==> config.mk <==
export PLATFORM = sky130hd
export DESIGN_NAME = nonrestoring_divider_flat
export DESIGN_NICKNAME = d
export VERILOG_FILES = /design/src/rtl/nonrestoring_divider_if.sv /design/src/rtl/nonrestoring_divider.sv /design/src/flat_wrapper.sv
export SDC_FILE = /design/constraint.sdc
export NUM_CORES = 1
export LEC_CHECK = 0
export ABC_AREA = 0
export CAP_MARGIN = 15
export CORE_MARGIN = 3
export CORE_UTILIZATION = 50
export DETAILED_ROUTE_END_ITERATION = 8
export GPL_TIMING_DRIVEN = 0
export PLACE_DENSITY = 0.76
export SLEW_MARGIN = 20
export SYNTH_ARGS = -nofsm -noshare
export SYNTH_HDL_FRONTEND = slang
export SYNTH_SLANG_ARGS = --single-unit
==> constraint.sdc <==
create_clock -name clk -period 9.13 [get_ports clk]
set_clock_uncertainty 0.2 [all_clocks]
set_input_delay 2.739 -clock clk [delete_from_list [all_inputs] [get_ports clk]]
set_output_delay 2.739 -clock clk [all_outputs]
set_load 0.1 [all_outputs]
Fig. 1: run 1, placed cells, one colour a class
Scale: 2 px per µm. Fill, decap, tap and diode cells in grey.
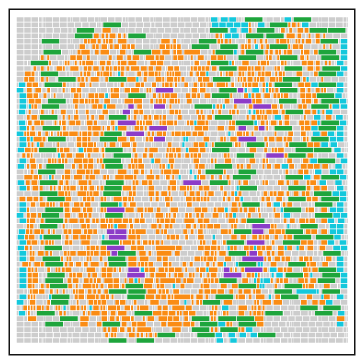
| colour | class | cells | share of their area |
|---|---|---|---|
| purple | clock drivers and dummy loads | 32 | 4.0% |
| cyan | other buffers and delay cells | 212 | 11% |
| orange | all other logic | 1418 | 58% |
| green | flip-flops | 171 | 27% |
final core utilization: 60.0%
row count: 60
total core area: 0.0270 mm²

Fig. 2: run 1, cell density map
Scale: 1.5 px per µm. The die is cut into 17 by 17 equal tiles; black is low, pale yellow is high, 0 to 100% covered.
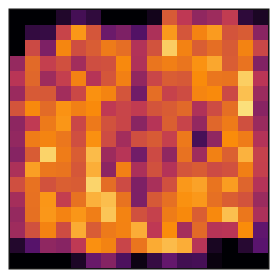
tiles over 75% full: 14%
emptiest ninth of the die: top left
mean over tiles: 53%
core utilization before placement: 51.0%

Fig. 3: run 1, close-up of the layout
Window x 74 to 99, y 74 to 99 µm. Cells in grey, sequential cells in the stronger grey; small squares are vias.
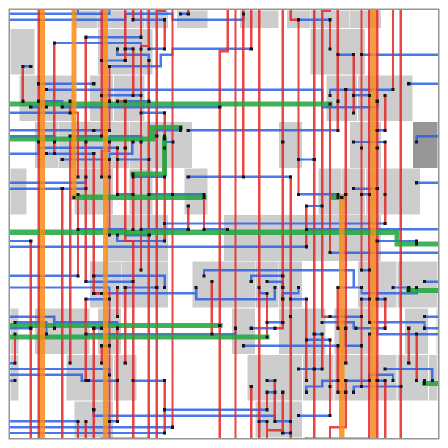
| colour | layer |
|---|---|
| green | met3 |
| red | met2 |
| orange | met4 |
| blue | met1 |
cells with their middle in the window: 43
most frequent: nand2_1 (7)
sequential cells in the window: 0

==> git commit body, run 1 <==
Record implementation results from latest flow run

- For this run, the number of Yosys warnings is 0.
- The register with the most flip-flops in the layout has 33 of them.
- Cell area after layout: 0.0162 mm²
* MUX area fraction: 2.51%
- Total negative slack: 0 ps
- In the power breakdown, the internal column shows 3.10 mW.
- Relative to the synthesized area, the layout overhead comes to 17.7%.
* First-pass GRT wire length: 68800 µm
* Antenna diodes: 0
- In this run, the synthesized area fraction spent on AND-OR/OR-AND gates is recorded as 25.7%.
- Flop area: 0.00428 mm²
- The cell-mix breakdown from Yosys lists the XOR/XNOR area share as 11.9%.
- Critical path data required time: 9260 ps
- Logic depth of the worst register-to-register path: 21
- Cell with the most instances after synthesis: nand2_1
- Status: complete, no violations
- Among the non-sequential cells, AND-OR/OR-AND gates take the most area.
- IR drop worst, VDD: 0.161 mV
* Fraction of layout instances using a drive strength above 1: 4.09%
- After detailed routing, the met3 layer carries 3090 µm of wire.
* Via count of the routed design: 13200
- Number of top-level pins: 135
- IO buf count: 134
- Max-Slew Margin vs Limit: 26.4%
- The final layout report lists a clock buffer count of 17.
- Per-cell routed wire length: 20.6 µm
- Simple-gate portion of the synthesized area: 18.4%
- In the global route stage, met3 resource usage came out at 4.18%.
- In the final layout, the multi-input gates occupy 0.00905 mm².
- The synthesized design devotes to its leading area cell type 31.0% of total area.
* Multi-input combinational area share: 55.8%
* Total chip power: 7.04 mW
- CP arrival: 8250 ps
- Count of hold-fix buffers inserted at cts: 0
- Most frequent logic cell in the layout: nand2_1
- At the pin with the least slew margin, the transition time is 1100 ps.
* Top power consumer group: combinational logic
- Along the worst path, the maximum fanout reaches 10.
* Global-route met2 utilization: 51.1%
* Register bit count reported by yosys: 171
- The synth_stat.txt file lists the number of cells as 1665.
* Via count of the first global-routing pass: 12600
- Tapcell Cnt: 341
- Delay of the slowest cell on the worst path: 600 ps
- The clock net in this run drives a total of 171 sinks.
- Worst setup SP type: flip-flop
- Clock tree from TritonCTS: done
- The final timing report lists a max-slew violation count of 0.
- Number of violations reported at the end of detailed-routing iteration 0: 977
* Total buffers and inverters traversed by the critical path: 8
- Per the breakdown, switching nets consume 56.0% of all power.
* Post-cts repair resize count: 0
- Non-filler cells in the finished layout: 2174
- Placed wire-length estimate: 35500 µm
- Endpoint kind of the worst setup timing path: flip-flop
- The tool flagged a number of max-cap violations equal to 0.
- Entering global routing, the biggest net connects 104 pins.
- RSZ-0062 raised after global routing: false
* Period utilization: 88.9%
* Global placement routability congestion: 0.981
- Sequential cell power: 1.45 mW
- Per the detail_route log, met2 wirelength is 21000 µm.
* Area share of buffers outside the clock network: 10.3%
- Top library cells by usage in the layout, fill and taps aside: nand2_1 (185), dfrtp_1 (171), o21ai_0 (169), a21oi_1 (138), clkdlybuf4s50_1 (134)
- Sequential share of cell area: 26.4%
* Yosys-reported design area after synthesis: 0.0138 mm²
- Pwr/cell area: 434 mW/mm²
Fig. 4: run 1, clock distribution
Scale: 3 px per µm.
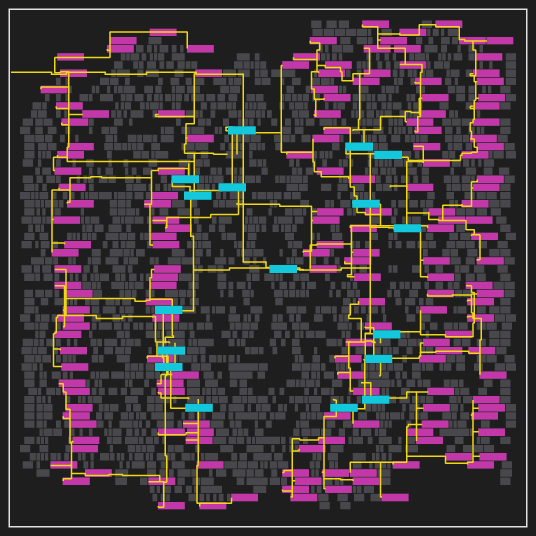

==> run 2: changes to the inputs <==
--- a/config.mk
+++ b/config.mk
@@ -7,7 +7,6 @@
 export LEC_CHECK = 0
 export ABC_AREA = 0
 export CAP_MARGIN = 15
-export CORE_MARGIN = 3
 export CORE_UTILIZATION = 50
 export DETAILED_ROUTE_END_ITERATION = 8
 export GPL_TIMING_DRIVEN = 0
Fig. 5: run 2, clock distribution
Scale: 3 px per µm.
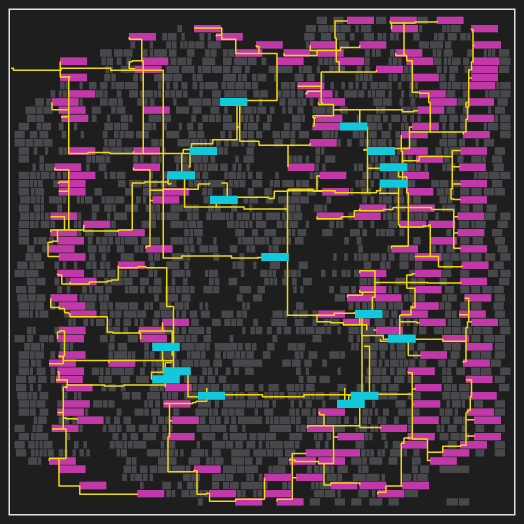
[yellow] clock wires | length: 2500 µm
[magenta] flip-flops | count: 171
[cyan] cells driving clock nets | count: 17
routed clock nets: 18
Worst-Skew Late Latency: 450 ps
power in the clock group: 0.747 mW
proportion of power drawn by the clock network: 10.6%

Fig. 6: run 2, cell density map
Scale: 1.5 px per µm. The die is cut into 17 by 17 equal tiles; black is low, pale yellow is high, 0 to 100% covered.
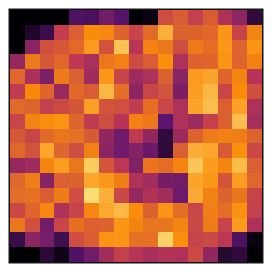
nearly empty tiles: 3.5%
tiles over 75% full: 17%
fullest tile: 92%
final core utilization: 59.9%

==> git commit body, run 2 <==
Record implementation results from latest flow run

- Area growth from synthesis to layout: 17.5% (was 17.7%)
- The met3 capacity usage during global routing came to 4.65% (was 4.18%).
- Cell area after layout: 0.0162 mm² (about the same)
- The count of boundary I/O pins came to 135 (unchanged).
- The number of non-filler instances in the completed layout is 2174 (unchanged).
- The required time of the critical path is 9270 ps (was 9260 ps).
- The clock tree from TritonCTS is done (unchanged).
- Vias per inst: 6.12 (was 6.09)
- The routability-driven placement congestion ratio was 0.956 (was 0.981).
* Max-Slew Margin vs Limit: 27.1% (was 26.4%)
- Tapcell Cnt: 341 (unchanged)
- IR drop worst, VDD: 0.175 mV (was 0.161 mV)
* Post-synthesis compound-gate area fraction: 25.7% (unchanged)
- The share of the core filled by cells before placement was 51.0% (unchanged).
- Per-cell routed wire length: 20.8 µm (was 20.6 µm)
- The number of hold-repair buffers added at the cts stage was 0 (unchanged).
- Placed wire-length estimate: 35500 µm (about the same)
- Antenna diodes: 0 (unchanged)
- Total negative slack: 0 ps (unchanged)
- Pin count of the biggest net entering global routing: 97 (was 104)
- Slew at the pin closest to its max-slew limit: 1090 ps (was 1100 ps)
- Via count of the routed design: 13300 (was 13200)
- Share of the synthesized area in the top cell type: 31.0% (unchanged)
- The final-report max-slew violation count came to 0 (unchanged).
- The flip-flop and latch area was 0.00428 mm² (unchanged).
* Worst setup SP type: flip-flop (unchanged)
- DR WL met2: 21300 µm (was 21000 µm)
- Multi-input combinational area share: 55.9% (was 55.8%)
- Total core area: 0.0270 mm² (unchanged)
* Portion of the post-synthesis area used by sequential elements: 31.0% (unchanged)
* Clock sink count: 171 (unchanged)
- The first-pass GRT wire length came to 71300 µm (was 68800 µm).
- Endpoint kind of the worst setup timing path: flip-flop (unchanged)
- The delay of the slowest cell on the worst path was 560 ps (was 600 ps).
- The net switching power figure was 3.94 mW (about the same).
* Total buffers and inverters traversed by the critical path: 8 (unchanged)
* Pwr/cell area: 433 mW/mm² (was 434 mW/mm²)
- Top library cells by usage in the layout, fill and taps aside: nand2_1 (185), dfrtp_1 (171), o21ai_0 (169), a21oi_1 (138), clkdlybuf4s50_1 (134) (unchanged)
* Number of violations reported at the end of detailed-routing iteration 0: 1195 (was 977)
* Logic depth of the worst register-to-register path: 21 (unchanged)
* Number of maximum-capacitance violations: 0 (unchanged)
- The buffer depth of the longest clock path is 2 (unchanged).
- Design internal power: 3.07 mW (was 3.10 mW)
- Simple-gate portion of the synthesized area: 18.4% (unchanged)
- Sequential share of cell area: 26.4% (about the same)
* Wire length on met3: 2730 µm (was 3090 µm)
* Count of clock-net buffers in the final layout: 18 (was 17)
* Register bit count reported by yosys: 171 (unchanged)
- The fraction of synthesized cell area in xor and xnor cells was 11.9% (unchanged).
- Status: complete, no violations (unchanged).
- Max reg flops: 33 (unchanged)
- The power group with the largest share is combinational logic (unchanged).
* Combinational gate area: 0.00905 mm² (about the same)
* Most frequent logic cell in the layout: nand2_1 (unchanged)
- The switching share of power came to 56.2% (was 56.0%).
- Count of yosys warnings during synthesis: 0 (unchanged)
* Row count: 60 (unchanged)
- MUX area fraction: 2.51% (unchanged)
* Period utilization: 86.9% (was 88.9%)
- The number of gates resized after CTS was 0 (unchanged).
- The overall power consumption is 7.01 mW (was 7.04 mW).
- The number of port buffers is 134 (unchanged).
- The chip area estimate from yosys synthesis came to 0.0138 mm² (unchanged).
* Hold Crit Depth: 2 (was 1)
* Via count of the first global-routing pass: 12800 (was 12600)
Power is estimated from default activity; no workload was simulated.
